<file path="config.mk">
export PLATFORM = sky130hd
export DESIGN_NAME = hazard_unit
export DESIGN_NICKNAME = d
export VERILOG_FILES = /design/src/rtl/hazard_unit.sv
export SDC_FILE = /design/constraint.sdc
export NUM_CORES = 1
export LEC_CHECK = 0
export CAP_MARGIN = 20
export CORE_MARGIN = 5
export CORE_UTILIZATION = 45
export DETAILED_ROUTE_END_ITERATION = 8
export PLACE_DENSITY = 0.89
export SLEW_MARGIN = 20
export SYNTH_ARGS = -nofsm -noshare
export SYNTH_HDL_FRONTEND = slang
export SYNTH_SLANG_ARGS = --single-unit
</file>
<file path="constraint.sdc">
create_clock -name clk_i -period 2.4 [get_ports clk_i]
set_input_delay 0.48 -clock clk_i [delete_from_list [all_inputs] [get_ports clk_i]]
set_output_delay 0.48 -clock clk_i [all_outputs]
set_load 0.01 [all_outputs]
</file>
<file path="src/rtl/hazard_unit.sv">
// Pipeline hazard unit: tracks EX/MEM/WB producers, raises stall/flush controls and registers forwarding selects.
// Define FORWARD_EN to stall only on load-use and forward from EX/MEM; otherwise every RAW hazard stalls.
module hazard_unit (
   input  logic        clk_i,
   input  logic        rst_i,
   input  logic        id_valid_i,
   input  logic [4:0]  id_rs_i,
   input  logic [4:0]  id_rt_i,
   input  logic        id_uses_rs_i,
   input  logic        id_uses_rt_i,
   input  logic [4:0]  id_rd_i,
   input  logic        id_regwrite_i,
   input  logic        id_memread_i,
   input  logic        branch_taken_i,
   output logic        pc_write_o,
   output logic        ifid_write_o,
   output logic        ifid_flush_o,
   output logic        idex_bubble_o,
   output logic [1:0]  fwd_a_o,
   output logic [1:0]  fwd_b_o,
   output logic [1:0]  state_o,
   output logic [15:0] stall_count_o
);

   typedef struct packed {
      logic       valid;
      logic [4:0] rd;
      logic       regwrite;
      logic       memread;
   } slot_t;

   typedef enum logic [1:0] {
      ACT_RUN   = 2'b00,
      ACT_STALL = 2'b01,
      ACT_FLUSH = 2'b10
   } action_t;

   localparam logic [1:0] FWD_REGFILE = 2'b00;
   localparam logic [1:0] FWD_EXMEM   = 2'b10;
   localparam logic [1:0] FWD_MEMWB   = 2'b01;

   slot_t       r_ex;
   slot_t       r_mem;
   slot_t       r_wb;
   logic [1:0]  r_fwdA;
   logic [1:0]  r_fwdB;
   action_t     r_state;
   logic [15:0] r_stallCount;

   slot_t       w_idEntry;
   logic        w_exProd;
   logic        w_memProd;
   logic        w_rsMatchEx;
   logic        w_rtMatchEx;
   logic        w_rsMatchMem;
   logic        w_rtMatchMem;
   logic        w_stall;
   logic        w_issue;
   action_t     w_action;
   logic [1:0]  w_fwdANext;
   logic [1:0]  w_fwdBNext;

   // Register 0 is hardwired, so a slot writing it is never a producer.
   function automatic logic isProducer(input slot_t s);
      return s.valid && s.regwrite && (s.rd != 5'd0);
   endfunction

   assign w_idEntry = '{valid: id_valid_i, rd: id_rd_i, regwrite: id_regwrite_i, memread: id_memread_i};

   assign w_exProd     = isProducer(r_ex);
   assign w_memProd    = isProducer(r_mem);
   assign w_rsMatchEx  = id_valid_i && id_uses_rs_i && w_exProd  && (id_rs_i == r_ex.rd);
   assign w_rtMatchEx  = id_valid_i && id_uses_rt_i && w_exProd  && (id_rt_i == r_ex.rd);
   assign w_rsMatchMem = id_valid_i && id_uses_rs_i && w_memProd && (id_rs_i == r_mem.rd);
   assign w_rtMatchMem = id_valid_i && id_uses_rt_i && w_memProd && (id_rt_i == r_mem.rd);

`ifdef FORWARD_EN
   assign w_stall = r_ex.memread && (w_rsMatchEx || w_rtMatchEx);

   // EX/MEM result is younger than MEM/WB, so it wins when both match.
   always_comb begin
      w_fwdANext = FWD_REGFILE;
      w_fwdBNext = FWD_REGFILE;
      if (w_issue) begin
         if (w_rsMatchEx)       w_fwdANext = FWD_EXMEM;
         else if (w_rsMatchMem) w_fwdANext = FWD_MEMWB;
         if (w_rtMatchEx)       w_fwdBNext = FWD_EXMEM;
         else if (w_rtMatchMem) w_fwdBNext = FWD_MEMWB;
      end
   end
`else
   assign w_stall    = w_rsMatchEx || w_rtMatchEx || w_rsMatchMem || w_rtMatchMem;
   assign w_fwdANext = FWD_REGFILE;
   assign w_fwdBNext = FWD_REGFILE;
`endif

   // A taken branch discards the ID instruction, so it overrides any stall.
   always_comb begin
      pc_write_o    = 1'b1;
      ifid_write_o  = 1'b1;
      ifid_flush_o  = 1'b0;
      idex_bubble_o = 1'b0;
      w_issue       = 1'b0;
      w_action      = ACT_RUN;
      if (rst_i) begin
         pc_write_o    = 1'b0;
         ifid_write_o  = 1'b0;
         idex_bubble_o = 1'b1;
      end else if (branch_taken_i) begin
         ifid_flush_o  = 1'b1;
         idex_bubble_o = 1'b1;
         w_action      = ACT_FLUSH;
      end else if (w_stall) begin
         pc_write_o    = 1'b0;
         ifid_write_o  = 1'b0;
         idex_bubble_o = 1'b1;
         w_action      = ACT_STALL;
      end else begin
         w_issue = 1'b1;
      end
   end

   always_ff @(posedge clk_i) begin
      if (rst_i) begin
         r_ex         <= '0;
         r_mem        <= '0;
         r_wb         <= '0;
         r_fwdA       <= FWD_REGFILE;
         r_fwdB       <= FWD_REGFILE;
         r_state      <= ACT_RUN;
         r_stallCount <= 16'd0;
      end else begin
         r_wb    <= r_mem;
         r_mem   <= r_ex;
         r_ex    <= w_issue ? w_idEntry : slot_t'('0);
         r_fwdA  <= w_fwdANext;
         r_fwdB  <= w_fwdBNext;
         r_state <= w_action;
         if (w_action == ACT_STALL && r_stallCount != 16'hFFFF)
            r_stallCount <= r_stallCount + 16'd1;
      end
   end

   assign fwd_a_o       = r_fwdA;
   assign fwd_b_o       = r_fwdB;
   assign state_o       = r_state;
   assign stall_count_o = r_stallCount;

endmodule
</file>
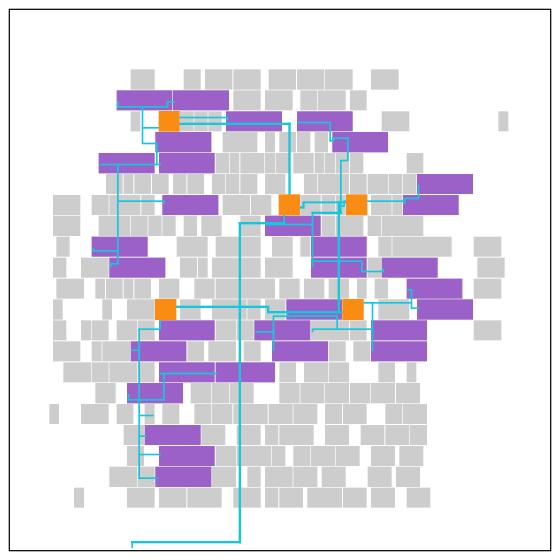
clock_map.png
[cells driving clock nets] orange | count: 5
[flip-flops] purple | count: 32
[clock wires] cyan | length: 358 um
routed clock nets	6

==> impl_metrics.tcl <==
# flow metrics
set metrics [dict create \
    clock_skew_ps 5.45 \
    place_area_sq_um 2180 \
    ctsHtreeMaxLevel 2 \
    yosys_warnings 0 \
    holdWs_ps 477 \
    area_leaders "dfxtp_1 39%, xnor2_1 11%, nor2b_1 5.4%, nand3_1 3.4%, a21oi_1 3.1%" \
    fin_setup_tns_ps 0 \
    dp_cells 276 \
    report.final.setup_viol 0 \
    syn_inst 178 \
    met3WireLength_um 287 \
    rr_endpoint "stall_count_o[12]" \
    final_cell_area_sq_um 2260 \
    io_pins 49 \
    antenna_found_initial 0 \
    end_kind "output port" \
    drc 0 \
    p_total_mw 0.973 \
    grt_pass1_wl_mm 6.53 \
    finalClockPeriodUsage_pct 97.5 \
    status "completed" \
    cts_sinks 32 \
    wl_met2_mm 1.90 \
    row_count 21 \
    ys_async_sr_fraction_pct 0 \
    crit_required_ps 1920 \
    max_cap_violations 0 \
    synth_cell_types 36 \
    final_util_pct 66.3 \
    cts_max_path_buffers 2 \
    cts_tree "yes" \
    cts_resized 25 \
    layout-drive-gt1-share_pct 17.1 \
    syn_to_final_growth_pct 38.6 \
    vias_per_cell 5.34 \
    die_w_um 70.2 \
    tool_warnings 29 \
    edf_count 0 \
    hold_end "r_mem[1]" \
    pre_cts_ws_ps -482 \
    drt_iter0_markers 90 \
    synth_top_area_share_pct 39.2 \
    critPathLaunch "r_ex[2]" \
    nFillCells 268 \
    top_layer_used "met4" \
    cp_max_fo 3 \
    r2r-start "r_ex[2]" \
    track_usage_pct 16.5 \
    crit_arrival_ps 1860 \
    reg2reg_depth 9 \
    min_from "r_ex[1]" \
    drtAntennaViolNets 0 \
    ys_cells 178 \
    irDropWorstVdd_uv 282 \
    min_period_ps 2340 \
    routabilityCongestion 0.834 \
    wire_per_inst_um 13.7 \
    synth_chip_area_sq_um 1630 \
    hpwlAfterDp_mm 3.06 \
    hold_depth 1 \
    grt_setup_unrepaired "true" \
    die-area_sq_um 4930 \
    syn_area_per_cell_sq_um 9.17 \
    die_y_um 70.2 \
    antenna_cells 0 \
    first_global_vias 1446 \
    ff_type "dfxtp_1" \
    core-area_sq_um 3420 \
    syn-cell-area_sq_um 1630 \
    yosysSeqAreaShare_pct 39.2 \
    largest_area_cell "dfxtp_1" \
    p_per_area_nw_per_um2 430 \
    fin_nets 263 \
    dr.pass1.iters 4 \
    reg2reg_slack_ps 130 \
    cp-start-kind "register" \
    fp_util_pct 47.8 \
    ys.flops 32 \
    path_clk_slew_ps 90 \
    grt_max_degree 21 \
    wirelength_mm 3.91 \
    cts_setup_buffers 2 \
    holdBufCountCts 0 \
    grt_overflow 0 \
    hold_violations 0 \
    synth.cells.most_frequent "32 x dfxtp_1, 20 x xnor2_1, 14 x nor2b_1" \
    slew_viol_final 0 \
    fmax_mhz 428 \
    endpoint "pc_write_o" \
    root_buffer "clkbuf_4" \
    drt-met1-wl_mm 1.64 \
    power.leakage_nw 0.886 \
    finalWorstSetupSlack_ps 61.1 \
    top_cell "dfxtp_1" \
    finalNonFillerCells 286 \
    critPathKind "register to output port" \
    portBuffers 43 \
    hold_path.class "register to register" \
    vias 1526 \
]
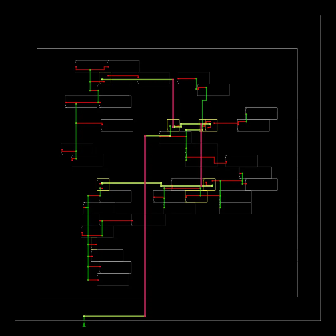
final_clocks.png
latest clock arrival within the worst-skew pair: 330 ps
CTS Buf Count: 5
Clk. pwr: 0.313 mW
Flop Count: 32
Clock buffer cells: 8

==> final cells by class <==
cell class	count	area, sq um	share of cell area (%)
clock buffer	8	58.8	2.60
inverter	2	7.51	0.332
multi-input combinational	136	942	41.6
sequential	32	642	28.4
tap	46	57.6	2.54
timing repair buffer	62	556	24.5
==> registers in the layout, indices dropped and copies added (netlist names) <==
name / count
stall_count_o: 16
r_ex: 7
r_mem: 7
state_o: 2
==> where the power goes <==
part	switching (mW)	internal (mW)	total, mW	leakage, nW
Combinational	0.0488	0.0657	0.115	0.593
Sequential	0.00603	0.539	0.545	0.260
Clock	0.169	0.144	0.313	0.0326
Total	0.223	0.749	0.973	0.886
==> worst max-delay path: stages, from the launching register on <==
cell and delay, ps:
dfxtp_1 320, or3_1 370, o311a_1 320, a22oi_2 210, nor2_1 60, nor2_1 110, buf_2 150
==> cell families (layout without fill, tap and decap cells) <==
family	Yosys count	count (layout)	synth area share [%]
muxes	4	4	2.68
and+or+nand+nor	76	76	27.7
AOI/OAI and AO/OA	30	30	13.1
other	1	4	0.230
buffers and inverters	13	72	5.06
DFF	32	32	39.2
xor gates and xnor gates	21	21	11.3
adders and majority gates	1	1	0.766
==> per-layer routing <==
metal | up-vias | global-route usage [%]
li1 | 762 | -
met1 | 693 | 19.5
met2 | 61 | 26.8
met3 | 10 | 4.73
met4 | 0 | 8.51
met5 | - | 0
==> cells in the final DEF, fill, tap and decap left out, drive strengths merged, types with 4 or more instances in the layout <==
cell type	synthesis	final
a21oi	10	10
and3	7	7
buf	7	22
clkbuf	4	8
clkdlybuf4s50	0	29
conb	1	4
dfxtp	32	32
dlygate4sd2	0	8
nand2	5	5
nand3	11	11
nand4	8	8
nor2	10	10
nor2b	14	14
o21ai	6	6
o311a	4	4
o31ai	4	4
or3	8	8
or4	5	5
xnor2	20	20
Power and IR drop assume default switching activity.
